==> src/rtl/timebase_hms_gen.sv <==
// Real-time timebase: clock prescaler cascaded into ticks, seconds, minutes and hours,
// with a valid/ready time-load port. Optional alarm comparator enabled by macro ALARM_EN.
module timebase_hms_gen #(
  parameter int unsigned CYCLES_PER_TICK = 1024,
  parameter int unsigned TICKS_PER_SEC   = 2,
  parameter int unsigned HRS_W           = 7,
  parameter int unsigned HRS_MAX         = 99,
  parameter int unsigned CUM_W           = 19
) (
  input  logic               clock,
  input  logic               reset,
  input  logic               enable,
  input  logic               set_valid,
  output logic               set_ready,
  input  logic [HRS_W-1:0]   set_hrs,
  input  logic [5:0]         set_min,
  input  logic [5:0]         set_sec,
  output logic               set_err,
  output logic               tick_pulse,
  output logic               sec_pulse,
  output logic               min_pulse,
  output logic               hr_pulse,
  output logic [HRS_W+11:0]  hms_time,
  output logic [CUM_W-1:0]   tick_cum,
  output logic               cum_sat
`ifdef ALARM_EN
  ,
  input  logic [HRS_W-1:0]   alarm_hrs,
  input  logic [5:0]         alarm_min,
  input  logic [5:0]         alarm_sec,
  input  logic               alarm_arm,
  output logic               alarm_pulse
`endif
);

  localparam int unsigned PW = $clog2(CYCLES_PER_TICK);
  localparam int unsigned TW = (TICKS_PER_SEC > 1) ? $clog2(TICKS_PER_SEC) : 1;

  localparam logic [PW-1:0]    PCNT_LAST = PW'(CYCLES_PER_TICK - 1);
  localparam logic [TW-1:0]    TICK_LAST = TW'(TICKS_PER_SEC - 1);
  localparam logic [HRS_W-1:0] HRS_LAST  = HRS_W'(HRS_MAX);

  logic [PW-1:0]    pcnt,     pcnt_n;
  logic [TW-1:0]    tick_cnt, tick_n;
  logic [5:0]       secs,     secs_n;
  logic [5:0]       mins,     mins_n;
  logic [HRS_W-1:0] hrs,      hrs_n;
  logic [CUM_W-1:0] cum_n;
  logic             sat_n;

  logic accept, load_ok, load, term, adv;
  logic tick_wrap, sec_wrap, min_wrap, hr_wrap;

  assign accept  = set_valid && set_ready;
  assign load_ok = (set_sec <= 6'd59) && (set_min <= 6'd59) && (set_hrs <= HRS_LAST);
  assign load    = accept && load_ok;
  assign term    = enable && (pcnt == PCNT_LAST);
  // A valid load on the terminal cycle swallows that tick entirely.
  assign adv     = term && !load;

  // Wrap conditions are derived from current values so every level updates on the same edge.
  assign tick_wrap = (tick_cnt == TICK_LAST);
  assign sec_wrap  = adv && tick_wrap;
  assign min_wrap  = sec_wrap && (secs == 6'd59);
  assign hr_wrap   = min_wrap && (mins == 6'd59);

  always_comb begin
    pcnt_n = pcnt;
    tick_n = tick_cnt;
    secs_n = secs;
    mins_n = mins;
    hrs_n  = hrs;
    cum_n  = tick_cum;
    sat_n  = cum_sat;
    if (load) begin
      pcnt_n = '0;
      tick_n = '0;
      secs_n = set_sec;
      mins_n = set_min;
      hrs_n  = set_hrs;
    end else if (enable) begin
      pcnt_n = term ? '0 : pcnt + 1'b1;
      if (adv) begin
        tick_n = tick_wrap ? '0 : tick_cnt + 1'b1;
        if (tick_cum != '1) begin
          cum_n = tick_cum + 1'b1;
          if (cum_n == '1) sat_n = 1'b1;
        end
      end
      if (sec_wrap) secs_n = (secs == 6'd59) ? 6'd0 : secs + 6'd1;
      if (min_wrap) mins_n = (mins == 6'd59) ? 6'd0 : mins + 6'd1;
      if (hr_wrap)  hrs_n  = (hrs == HRS_LAST) ? '0 : hrs + 1'b1;
    end
  end

`ifdef ALARM_EN
  logic alarm_hit;
  // Only cascade-driven time changes can fire the alarm; loads never do.
  assign alarm_hit = sec_wrap && alarm_arm &&
                     ({hrs_n, mins_n, secs_n} == {alarm_hrs, alarm_min, alarm_sec});
`endif

  always_ff @(posedge clock) begin
    if (!reset) begin
      pcnt       <= '0;
      tick_cnt   <= '0;
      secs       <= '0;
      mins       <= '0;
      hrs        <= '0;
      tick_cum   <= '0;
      cum_sat    <= 1'b0;
      tick_pulse <= 1'b0;
      sec_pulse  <= 1'b0;
      min_pulse  <= 1'b0;
      hr_pulse   <= 1'b0;
      set_err    <= 1'b0;
      set_ready  <= 1'b0;
`ifdef ALARM_EN
      alarm_pulse <= 1'b0;
`endif
    end else begin
      pcnt       <= pcnt_n;
      tick_cnt   <= tick_n;
      secs       <= secs_n;
      mins       <= mins_n;
      hrs        <= hrs_n;
      tick_cum   <= cum_n;
      cum_sat    <= sat_n;
      tick_pulse <= adv;
      sec_pulse  <= sec_wrap;
      min_pulse  <= min_wrap;
      hr_pulse   <= hr_wrap;
      set_err    <= accept && !load_ok;
      set_ready  <= !accept;
`ifdef ALARM_EN
      alarm_pulse <= alarm_hit;
`endif
    end
  end

  assign hms_time = {hrs, mins, secs};

endmodule

==> config.mk <==
export PLATFORM = sky130hd
export DESIGN_NAME = timebase_hms_gen
export DESIGN_NICKNAME = d
export VERILOG_FILES = /design/src/rtl/timebase_hms_gen.sv
export SDC_FILE = /design/constraint.sdc
export NUM_CORES = 1
export LEC_CHECK = 0
export CAP_MARGIN = 20
export CORE_MARGIN = 1.5
export CORE_UTILIZATION = 45
export CTS_BUF_LIST = sky130_fd_sc_hd__clkbuf_16
export CTS_CLUSTER_DIAMETER = 200
export DETAILED_ROUTE_END_ITERATION = 6
export DONT_BUFFER_PORTS = 1
export PLACE_DENSITY = 0.58
export SYNTH_ARGS = -nofsm -noshare
export SYNTH_HDL_FRONTEND = slang
export SYNTH_SLANG_ARGS = --single-unit
==> constraint.sdc <==
create_clock -name clock -period 2.05 [get_ports clock]
set_input_delay 0.205 -clock clock [delete_from_list [all_inputs] [get_ports clock]]
set_output_delay 0.205 -clock clock [all_outputs]
set_load 0.01 [all_outputs]
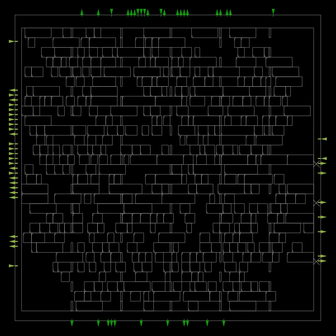
**Above:** cell placement.
core footprint: 0.00642 mm^2
number of non-filler instances in the completed layout: 489
final core area utilization: 56.5%
# rows: 29

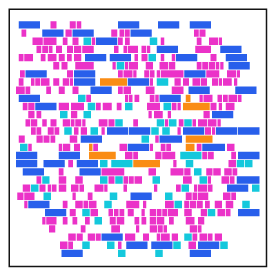
**Above:** cell classes on the final placement.
Drawn at 3 px/um.
[registers] blue | cells: 56
[remaining logic cells] magenta | cells: 296
[remaining buffers and delay cells] cyan | cells: 52
[clock drivers and dummy loads] orange | cells: 8
area of all placed cells without fillers: 0.00363 mm^2
sequential share of cell area: 31.0%

==> notes.org <==
#+TITLE: Flow metrics

** Global route
- GRT overflow :: 0

** Clock tree
- Insertion Delay late pin :: about 0.29 ns
- CTS clock-pin slew for the worst setup and hold paths :: around 0.07 ns

** Critical path
- The worst register-to-register path depth is 6.
- Start point of the critical path :: tick_cum[0]
- Listed in order, past its start point the critical path passes inv_1 -> ha_1 -> nand3_1 -> or4_1 -> or4_1 -> o31ai_2.

** Pwr
- For the clock group, total power comes out at ~850 uW.
- Largest power group :: registers
- Registers are responsible for a little over half of the overall power.
- Total power :: 2.12 mW

** Synth
- Number of enable flip-flop cells :: 0
- Unique cell type count in the Yosys netlist :: 45
- Largest logic family :: simple AND/OR/NAND/NOR gates
- Prevailing post-synth register cell :: sky130_fd_sc_hd__dfxtp_1

** Final timing
- Highest clock frequency the design can meet :: ~520 MHz
- Final hold viol count :: 0

** Outcome
- The flow ran to the end, but the final reports show violations.
- The final reports fail on design-rule violations.

** Cells and area
- The registers reported with the highest flop counts are tick_cum x19, pcnt x10, hrs x7.

** Detailed routing
- Number of remaining DRC errors :: 3
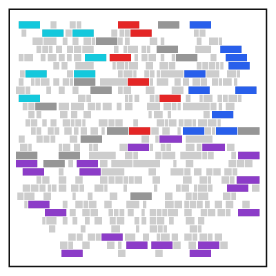
**Above:** where the registers sit.
Drawn at 3 px/um.
[`secs`] red | sequential cells: 6 | where: north
[`pcnt`] blue | sequential cells: 10
[`hrs`] cyan | sequential cells: 7 | where: north-west
[`tick_cum`] purple | sequential cells: 19
not coloured: 14
sequential cell area: 0.00112 mm^2
sequential power: 1.15 mW

No activity file was given, so power comes from the tool's default toggle rates.
